<file path="src/rtl/i2c_pkg.sv">
// i2c_pkg: shared FSM states, register map and default address for the I2C grain-sensor target.
package i2c_pkg;
   typedef enum logic [2:0] {IDLE, ADDR, ADDR_ACK, WR_BYTE, WR_ACK, RD_BYTE, RD_ACK} state_e;
   localparam logic [1:0] REG_TEMP   = 2'd0;
   localparam logic [1:0] REG_HUMID  = 2'd1;
   localparam logic [1:0] REG_STATUS = 2'd2;
   localparam logic [1:0] REG_THR    = 2'd3;
   localparam logic [6:0] DEFAULT_TGT_ADDR = 7'h48;
endpackage

</file>
<file path="src/rtl/i2c_target_if.sv">
// i2c_target_if: raw I2C lines plus the open-drain SDA pull-down request.
interface i2c_target_if;
   logic scl_i;
   logic sda_i;
   logic sda_oe;
   modport master (output scl_i, output sda_i, input sda_oe);
   modport slave (input scl_i, input sda_i, output sda_oe);
endinterface

</file>
<file path="src/rtl/i2c_tgt_sync.sv">
// i2c_tgt_sync: 2-flop synchronizers with edge registers; SCL edges and START/STOP detection.
module i2c_tgt_sync (
   input  logic clk,
   input  logic rst_n,
   input  logic scl_i,
   input  logic sda_i,
   output logic sda_o,
   output logic scl_rise_o,
   output logic scl_fall_o,
   output logic start_o,
   output logic stop_o
);
   logic [2:0] scl_q, sda_q;
   always_ff @(posedge clk or negedge rst_n)
      if (!rst_n) begin
         scl_q <= '1;
         sda_q <= '1;
      end else begin
         scl_q <= {scl_q[1:0], scl_i};
         sda_q <= {sda_q[1:0], sda_i};
      end
   assign sda_o      = sda_q[1];
   assign scl_rise_o = scl_q[1] & ~scl_q[2];
   assign scl_fall_o = ~scl_q[1] & scl_q[2];
   assign start_o    = &scl_q[2:1] & sda_q[2] & ~sda_q[1];
   assign stop_o     = &scl_q[2:1] & ~sda_q[2] & sda_q[1];
endmodule

</file>
<file path="src/rtl/i2c_target.sv">
// i2c_target: I2C target exposing temp/humid/status/threshold registers and a temp alarm.
// Define I2C_TGT_THR_WR_EN to make the threshold register writable over I2C.
module i2c_target import i2c_pkg::*; #(
   parameter logic [6:0] TGT_ADDR = DEFAULT_TGT_ADDR,
   parameter logic [7:0] THR_RST  = 8'd30
) (
   input  logic         clk,
   input  logic         rst_n,
   i2c_target_if.slave  bus,
   input  logic [7:0]   temp,
   input  logic [7:0]   humid,
   output logic         alarm,
   output logic         start_det,
   output logic         stop_det,
   output logic         busy
);
   state_e     state_q, state_d;
   logic [2:0] cnt_q, cnt_d;
   logic [7:0] shift_q, shift_d;
   logic [1:0] ptr_q, ptr_d;
   logic       oe_q, oe_d, first_q, first_d, rw_q, rw_d, busy_q, busy_d, alarm_q;
   logic       sda, scl_rise, scl_fall, start, stop;
   logic [7:0] rx, thr, rd_cur, rd_nxt;

   function automatic logic [7:0] reg_sel(input logic [1:0] p, input logic [7:0] t, h, s, th);
      return p == REG_TEMP ? t : p == REG_HUMID ? h : p == REG_STATUS ? s : th;
   endfunction

   i2c_tgt_sync u_sync (
      .clk(clk), .rst_n(rst_n), .scl_i(bus.scl_i), .sda_i(bus.sda_i), .sda_o(sda),
      .scl_rise_o(scl_rise), .scl_fall_o(scl_fall), .start_o(start), .stop_o(stop)
   );

`ifdef I2C_TGT_THR_WR_EN
   logic [7:0] thr_q, thr_d;
   always_ff @(posedge clk or negedge rst_n)
      if (!rst_n) thr_q <= THR_RST;
      else thr_q <= thr_d;
   assign thr = thr_q;
`else
   assign thr = THR_RST;
`endif

   assign rx     = {shift_q[6:0], sda};
   assign rd_cur = reg_sel(ptr_q, temp, humid, {6'b0, alarm_q, busy_q}, thr);
   assign rd_nxt = reg_sel(ptr_q + 2'd1, temp, humid, {6'b0, alarm_q, busy_q}, thr);

   always_comb begin
      state_d = state_q;
      cnt_d   = cnt_q;
      shift_d = shift_q;
      oe_d    = oe_q;
      ptr_d   = ptr_q;
      first_d = first_q;
      rw_d    = rw_q;
      busy_d  = busy_q;
`ifdef I2C_TGT_THR_WR_EN
      thr_d   = thr_q;
`endif
      if (start) begin
         state_d = ADDR;
         cnt_d   = 3'd0;
         oe_d    = 1'b0;
         first_d = 1'b1;
         busy_d  = 1'b0;
      end else if (stop) begin
         state_d = IDLE;
         oe_d    = 1'b0;
         busy_d  = 1'b0;
      end else begin
         case (state_q)
            ADDR: if (scl_rise) begin
               cnt_d   = cnt_q + 3'd1;
               shift_d = rx;
               if (cnt_q == 3'd7) begin
                  state_d = rx[7:1] == TGT_ADDR ? ADDR_ACK : IDLE;
                  rw_d    = rx[0];
               end
            end
            // first fall drives ACK, second fall hands over to the data phase
            ADDR_ACK: if (scl_fall) begin
               if (!oe_q) begin
                  oe_d   = 1'b1;
                  busy_d = 1'b1;
               end else if (rw_q) begin
                  shift_d = rd_cur;
                  oe_d    = ~rd_cur[7];
                  state_d = RD_BYTE;
               end else begin
                  oe_d    = 1'b0;
                  state_d = WR_BYTE;
               end
            end
            WR_BYTE: if (scl_rise) begin
               cnt_d   = cnt_q + 3'd1;
               shift_d = rx;
               if (cnt_q == 3'd7) begin
                  state_d = WR_ACK;
                  first_d = 1'b0;
                  ptr_d   = first_q ? rx[1:0] : ptr_q + 2'd1;
`ifdef I2C_TGT_THR_WR_EN
                  if (!first_q && ptr_q == REG_THR) thr_d = rx;
`endif
               end
            end
            WR_ACK: if (scl_fall) begin
               oe_d = ~oe_q;
               if (oe_q) state_d = WR_BYTE;
            end
            // shift only on falls so SDA never moves while SCL is high
            RD_BYTE: if (scl_rise) begin
               cnt_d = cnt_q + 3'd1;
               if (cnt_q == 3'd7) state_d = RD_ACK;
            end else if (scl_fall) begin
               if (cnt_q != 3'd0) begin
                  shift_d = {shift_q[6:0], 1'b0};
                  oe_d    = ~shift_q[6];
               end else oe_d = ~shift_q[7];
            end
            RD_ACK: if (scl_fall) oe_d = 1'b0;
            else if (scl_rise) begin
               if (!sda) begin
                  ptr_d   = ptr_q + 2'd1;
                  shift_d = rd_nxt;
                  state_d = RD_BYTE;
               end else state_d = IDLE;
            end
            default: ;
         endcase
      end
   end

   always_ff @(posedge clk or negedge rst_n)
      if (!rst_n) begin
         state_q <= IDLE;
         cnt_q   <= 3'd0;
         shift_q <= 8'd0;
         oe_q    <= 1'b0;
         ptr_q   <= 2'd0;
         first_q <= 1'b0;
         rw_q    <= 1'b0;
         busy_q  <= 1'b0;
         alarm_q <= 1'b0;
      end else begin
         state_q <= state_d;
         cnt_q   <= cnt_d;
         shift_q <= shift_d;
         oe_q    <= oe_d;
         ptr_q   <= ptr_d;
         first_q <= first_d;
         rw_q    <= rw_d;
         busy_q  <= busy_d;
         alarm_q <= temp >= thr;
      end

   assign bus.sda_oe = oe_q;
   assign alarm      = alarm_q;
   assign busy       = busy_q;
   assign start_det  = start;
   assign stop_det   = stop;
endmodule

</file>
<file path="src/flat_wrapper.sv">
// flat-port wrapper written by rule: the top's interface ports become plain ports
module i2c_target_flat import i2c_pkg::*;
#(
   parameter logic [6:0] TGT_ADDR = DEFAULT_TGT_ADDR,
   parameter logic [7:0] THR_RST  = 8'd30
)
  (clk, rst_n, temp, humid, alarm, start_det, stop_det, busy, bus_scl_i, bus_sda_i, bus_sda_oe);
  i2c_target_if bus_i ();
  input  logic clk;
  input  logic rst_n;
  input  logic [7:0] temp;
  input  logic [7:0] humid;
  output logic alarm;
  output logic start_det;
  output logic stop_det;
  output logic busy;
  input wire logic [$bits(bus_i.scl_i)-1:0] bus_scl_i;
  input wire logic [$bits(bus_i.sda_i)-1:0] bus_sda_i;
  output wire logic [$bits(bus_i.sda_oe)-1:0] bus_sda_oe;
  assign bus_i.scl_i = bus_scl_i;
  assign bus_i.sda_i = bus_sda_i;
  assign bus_sda_oe = bus_i.sda_oe;
  i2c_target #(.TGT_ADDR(TGT_ADDR), .THR_RST(THR_RST)) u_core (.clk(clk), .rst_n(rst_n), .bus(bus_i), .temp(temp), .humid(humid), .alarm(alarm), .start_det(start_det), .stop_det(stop_det), .busy(busy));
endmodule
</file>
<file path="config.mk">
export PLATFORM = sky130hd
export DESIGN_NAME = i2c_target_flat
export DESIGN_NICKNAME = d
export VERILOG_FILES = /design/src/rtl/i2c_pkg.sv /design/src/rtl/i2c_target_if.sv /design/src/rtl/i2c_tgt_sync.sv /design/src/rtl/i2c_target.sv /design/src/flat_wrapper.sv
export SDC_FILE = /design/constraint.sdc
export NUM_CORES = 1
export LEC_CHECK = 0
export CAP_MARGIN = 20
export CORE_ASPECT_RATIO = 1.25
export CORE_MARGIN = 4
export CORE_UTILIZATION = 45
export CTS_CLUSTER_SIZE = 12
export DETAILED_ROUTE_END_ITERATION = 16
export GPL_TIMING_DRIVEN = 0
export PLACE_DENSITY_LB_ADDON = 0.08
export SLEW_MARGIN = 20
export SYNTH_ARGS = -nofsm -noshare
export SYNTH_HDL_FRONTEND = slang
export SYNTH_SLANG_ARGS = --single-unit
</file>
<file path="constraint.sdc">
create_clock -name clk -period 4.92 [get_ports clk]
set_clock_uncertainty 0.2 [all_clocks]
set_input_delay 0.984 -clock clk [delete_from_list [all_inputs] [get_ports clk]]
set_output_delay 0.984 -clock clk [all_outputs]
set_load 0.05 [all_outputs]
</file>
**Run 1: register map, names as in the netlist**

The bar under the picture is 20 µm long.
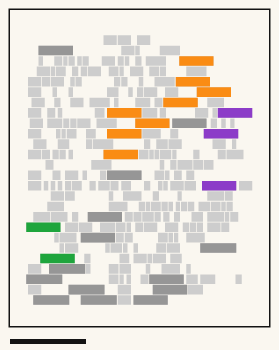
[purple] u_core.cnt_q | flops: 3
[green] u_core.ptr_q | flops: 2
[orange] u_core.shift_q | flops: 8
not colored: 14

**Run 1: cells colored by class**

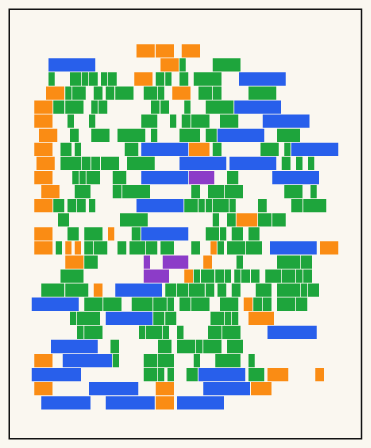
[green] combinational and other logic | cells: 179 | share of their area: 54%
[blue] flops | cells: 27 | share of their area: 30%
[orange] other buffers and delay cells | cells: 37 | share of their area: 14%
[purple] clock drivers and dummy loads | cells: 4 | share of their area: 2.0%

**Run 1: met3 routing**

The bar under the picture is 20 µm long.
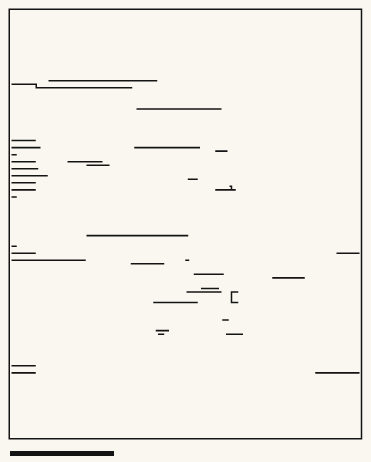
main direction: horizontal
share of all routed wire: 4.8%
nets with wire on the layer: 35
longest straight run: 20.7 µm
wire length on this layer: 234 µm

==> qor.yml, run 1 <==
status: "completed"
power_density_nw_per_um2: 323
antenna_found_initial: 0
p_seq_frac: 0.441
rsz0062_at_grt: "no"
drv_slew: 0
start_kind: "flop"
clk_latency_ns: 0.27
top_usage_layer: "met2"
min_period_ns: 3.30
cp_slowest_cell: "clkdlybuf4s50_1"
path_cells: "or2b_1, nor2_1, clkdlybuf4s50_1"
avgSynthCellArea_um2: 9.17
grtUsageMet1: 0.266
hold_path.class: "reg -> reg"
globalRouteMet2Util: 0.316
total_power_mw: 0.763
layout_top_cells: "nand2_1 (24), clkdlybuf4s50_1 (23), dfrtp_1 (21)"
ctsHoldBuffers: 0
die-area_um2: 5600
leakagePower_nw: 1.02
postSynthSeqShare: 0.340
dr.pass1.iters: 4
combinationalPowerShare: 0.391
place.gp.congestion: 0.834
async_flop_share: 1.00
clkPwrFrac: 0.168
largest_register_ff_count: 8
post-cts-setup-buffer-count: 0
grt_first_pass_wirelength_um: 8270
core_area_um2: 4200
clk_pin_slew_worst_paths_ns: 0.09
finalNetCount: 276
use_met3: 0.0338
place_hpwl_um: 3710
yosys_warnings: 0
grt_max_degree: 28
crit_fanout: 8
period_used_share: 0.671
routed.top_layer: "met4"
gr-total-overflow: 0
crit_arrival_ns: 2.12
ir_drop_uv: 143
ys_ff: 27
lay_top_count: "nand2_1"
cts-buffers-inserted: 3
vias: 1765
wl_met3_um: 234
synth_area_um2: 2010
htree_levels: 1
drt_wl_total_um: 4850
synth_nets: 247
yosysUniqueCellTypes: 54
max_slew_margin: 0.592
die_h_um: 82.7
drtIter0Drc: 119
clkSinkCount: 27
p_int_mw: 0.496
cp-end-kind: "output port"
swShare: 0.349
tns_ns: 0
top_register: "u_core.shift_q"
grtUsageTotal: 0.197
met1_length_um: 2200
timing_hold_violations_final: 0
run 1: final cells by class:
| class | count | area [µm²] |
|---|---|---|
| plain buffers | 13 | 93.8 |
| multi-input cells | 169 | 1190 |
| clock buffers | 4 | 45.0 |
| repair buffers | 24 | 235 |
| inverters | 10 | 37.5 |
| well taps | 56 | 70.1 |
| fillers | 402 | 1840 |
| flip-flops and latches | 27 | 683 |
run 1: power by group through the flow:
stage	Combinational (mW)	Sequential [mW]	Clock (mW)
4_1_cts	0.301	0.336	0.133
3_5_place_dp	0.300	0.340	0
5_1_grt	0.328	0.345	0.144
2_1_floorplan	0.209	0.340	0
3_3_place_gp	0.295	0.340	0
6_report	0.298	0.336	0.128
run 1: kinds of logic after synthesis:
kind of cell             after synthesis  synth area share
flip-flops                            27             0.340
XOR/XNOR                               1           0.00436
buffers and inverters                 23            0.0654
AND/OR/NAND/NOR                       72             0.193
multiplexers                          16             0.100
AND-OR/OR-AND                         72             0.247
adder cells (fa/ha/maj)                8            0.0498
run 1: metrics by stage:
step	cell area [µm²]	setup slack (ns)	hold slack (ns)	cells	util
floorplan	2010	2.26	0.145	219	-
global placement	2320	1.94	0.146	299	0.552
detailed placement	2310	1.94	0.148	299	0.551
CTS	2360	1.62	0.162	303	0.562
global route	2360	1.53	0.169	303	0.562
finish	2360	1.62	0.160	303	0.562
run 1: worst paths after layout:
check	slack, ns	to	start
max	1.62	stop_det	u_core.u_sync.sda_q[1]
min	0.16	u_core.u_sync.sda_q[1]	u_core.u_sync.sda_q[0]
max reg2reg	2.54	u_core.shift_q[0]	u_core.ptr_q[0]
min reg2reg	0.16	u_core.u_sync.sda_q[1]	u_core.u_sync.sda_q[0]
max in group asynchronous	3.61	u_core.busy	rst_n
min in group asynchronous	0.51	u_core.state_q[2]	rst_n
run 1: cells in the mapped netlist (2+ instances only):
| master | number | area, µm² |
|---|---|---|
| nand2_1 | 24 | 90.1 |
| dfrtp_1 | 21 | 526 |
| o21ai_0 | 18 | 90.1 |
| nor2_1 | 14 | 52.6 |
| a21oi_1 | 12 | 60.1 |
| inv_1 | 9 | 33.8 |
| a22oi_1 | 8 | 60.1 |
| ha_1 | 8 | 100 |
| mux2_4 | 8 | 120 |
| nor2b_1 | 8 | 50.1 |
| mux2i_1 | 7 | 70.1 |
| a221o_1 | 6 | 60.1 |
| dfstp_2 | 6 | 158 |
| a31oi_1 | 4 | 25.0 |
| buf_2 | 4 | 20.0 |
| buf_6 | 4 | 45.0 |
| clkbuf_1 | 4 | 15.0 |
| nor3_1 | 4 | 20.0 |
| nand2b_1 | 3 | 18.8 |
| nand3b_1 | 3 | 22.5 |
| o22ai_1 | 3 | 18.8 |
| a32o_1 | 2 | 20.0 |
| a32oi_1 | 2 | 17.5 |
| and2b_2 | 2 | 17.5 |
| and3b_2 | 2 | 20.0 |
| nand3_1 | 2 | 10.0 |
| o211ai_1 | 2 | 15.0 |
| o21a_1 | 2 | 15.0 |
| or2b_1 | 2 | 15.0 |
run 1: worst max-delay path: cells and delay by family (launching register included):
kind / cells / cell delay (ns)
buffers and inverters: 1 / 0.82
DFF: 1 / 0.62
and+or+nand+nor: 2 / 0.40
==> run 2: changes to the inputs <==
==> constraint.sdc (replaced) <==
create_clock -name clk -period 3.35 [get_ports clk]
set_clock_uncertainty 0.2 [all_clocks]
set_input_delay 0.67 -clock clk [delete_from_list [all_inputs] [get_ports clk]]
set_output_delay 0.67 -clock clk [all_outputs]
set_load 0.05 [all_outputs]
**Run 2: register map, names as in the netlist**

The bar under the picture is 20 µm long.
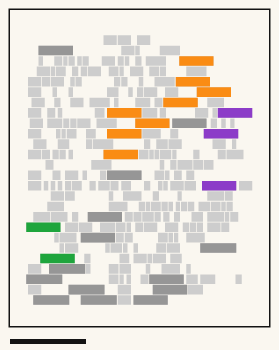
[purple] u_core.cnt_q | flops: 3
[orange] u_core.shift_q | flops: 8
[green] u_core.ptr_q | flops: 2
not colored: 14

**Run 2: placement view**

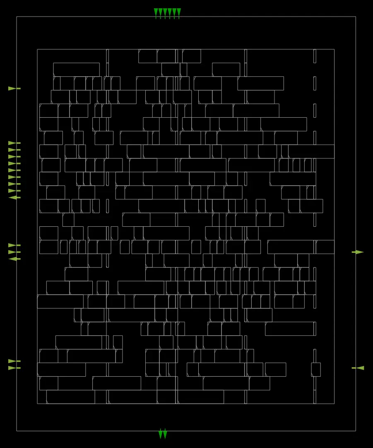
fraction of area in registers: 0.290
Layout Cells excl Fill: 303

==> qor.yml, run 2 <==
status: "completed"
yosysUniqueCellTypes: 54
vias_per_cell: 5.83
postSynthSeqShare: 0.340
dr.pass1.iters: 4
cp-end-kind: "output port"
clockBufferDepth: 2
fp_util: 0.479
period_used_share: 0.891
drtIter0Drc: 119
lay_top_count: "nand2_1"
grtUsageTotal: 0.197
total_power_mw: 1.12
die-area_um2: 5600
tns_ns: 0
syn2layout_area_growth_pct: 17.4
max_slew_margin: 0.592
htree_levels: 1
grt_first_pass_wirelength_um: 8270
synth_area_um2: 2010
preCtsSetupSlack_ns: 0.687
top_register: "u_core.shift_q"
final_util: 0.562
grt_max_degree: 28
clk_pin_slew_worst_paths_ns: 0.09
post-cts-setup-buffer-count: 0
fp.dieW_um: 67.8
nFillCells: 402
yosys_warnings: 0
crit_arrival_ns: 2.12
ctsHoldBuffers: 0
clkSinkCount: 27
common_cells: "nand2_1 (24), dfrtp_1 (21), o21ai_0 (18)"
regArea_um2: 683
place.gp.congestion: 0.834
ir_drop_uv: 210
crit_fanout: 8
power_density_nw_per_um2: 475
leakagePower_nw: 1.02
synth_top_cell_by_area: "dfrtp_1"
drt_wl_total_um: 4850
clk_latency_ns: 0.27
critPathRequiredTime_ns: 2.48
place_hpwl_um: 3710
ys_cells: 219
tritoncts: "done"
synth_nets: 247
worst_slack_ns: 0.364
gr-total-overflow: 0
avgSynthCellArea_um2: 9.17
timing_hold_violations_final: 0
whs_ns: 0.160
finalNetCount: 276
min_period_ns: 2.99
placedCellCount: 299
place_area_um2: 2310
cts-buffers-inserted: 3
top_cell: "nand2_1"
logic_area_um2: 1190
rsz0062_at_grt: "no"
antenna_found_initial: 0
drv_slew: 0
largest_register_ff_count: 8
die_h_um: 82.7
ys_ff: 27
async_flop_share: 1.00
start_kind: "flop"
hold_path.class: "reg -> reg"
top_cells_by_area: "dfrtp_1 (26%), dfstp_2 (7.9%), mux2_4 (6.0%)"
core_area_um2: 4200
vias: 1765
layout_top_cells: "nand2_1 (24), clkdlybuf4s50_1 (23), dfrtp_1 (21)"
top_cell_area_share: 0.262
fin_area_um2: 2360
==> run 2: cell counts after synthesis <==
Identical to the previous run, type by type.
==> run 2: metal layers <==
metal,global-route usage,part of all wire
met4,0.0669,0.018
met2,0.316,0.48
met5,0,0
met1,0.266,0.45
met3,0.0338,0.048
==> run 2: logic make-up (layout without fill, tap and decap cells) <==
| group | count (synthesis) | in the layout | share of synthesized area |
|---|---|---|---|
| buffers and inverters | 23 | 51 | 0.0654 |
| multiplexers | 16 | 16 | 0.100 |
| AND/OR/NAND/NOR | 72 | 72 | 0.193 |
| AND-OR/OR-AND | 72 | 72 | 0.247 |
| flip-flops | 27 | 27 | 0.340 |
| adder cells (fa/ha/maj) | 8 | 8 | 0.0498 |
| XOR/XNOR | 1 | 1 | 0.00436 |
==> run 2: worst paths after layout <==
check | start | endpoint | slack (ns)
max | u_core.u_sync.sda_q[1] | stop_det | 0.36
min | u_core.u_sync.sda_q[0] | u_core.u_sync.sda_q[1] | 0.16
max reg2reg | u_core.ptr_q[0] | u_core.shift_q[0] | 0.97
min reg2reg | u_core.u_sync.sda_q[0] | u_core.u_sync.sda_q[1] | 0.16
max in group asynchronous | rst_n | u_core.busy | 2.35
min in group asynchronous | rst_n | u_core.state_q[2] | 0.20
==> run 2: power by group <==
part,switching (mW),internal [mW]
combinational,0.200,0.238
clock,0.103,0.0853
sequential,0.0874,0.406
==> run 2: area by class of cell <==
cell class | count | area share
plain buffers | 13 | 0.0398
flip-flops and latches | 27 | 0.290
repair buffers | 24 | 0.0997
well taps | 56 | 0.0297
multi-input cells | 169 | 0.506
clock buffers | 4 | 0.0191
inverters | 10 | 0.0159
==> run 2: worst max-delay path: stages (launching register included) <==
cell and delay (ns):
dfstp_2 0.62, or2b_1 0.26, nor2_1 0.14, clkdlybuf4s50_1 0.82
Power and IR drop assume default switching activity.
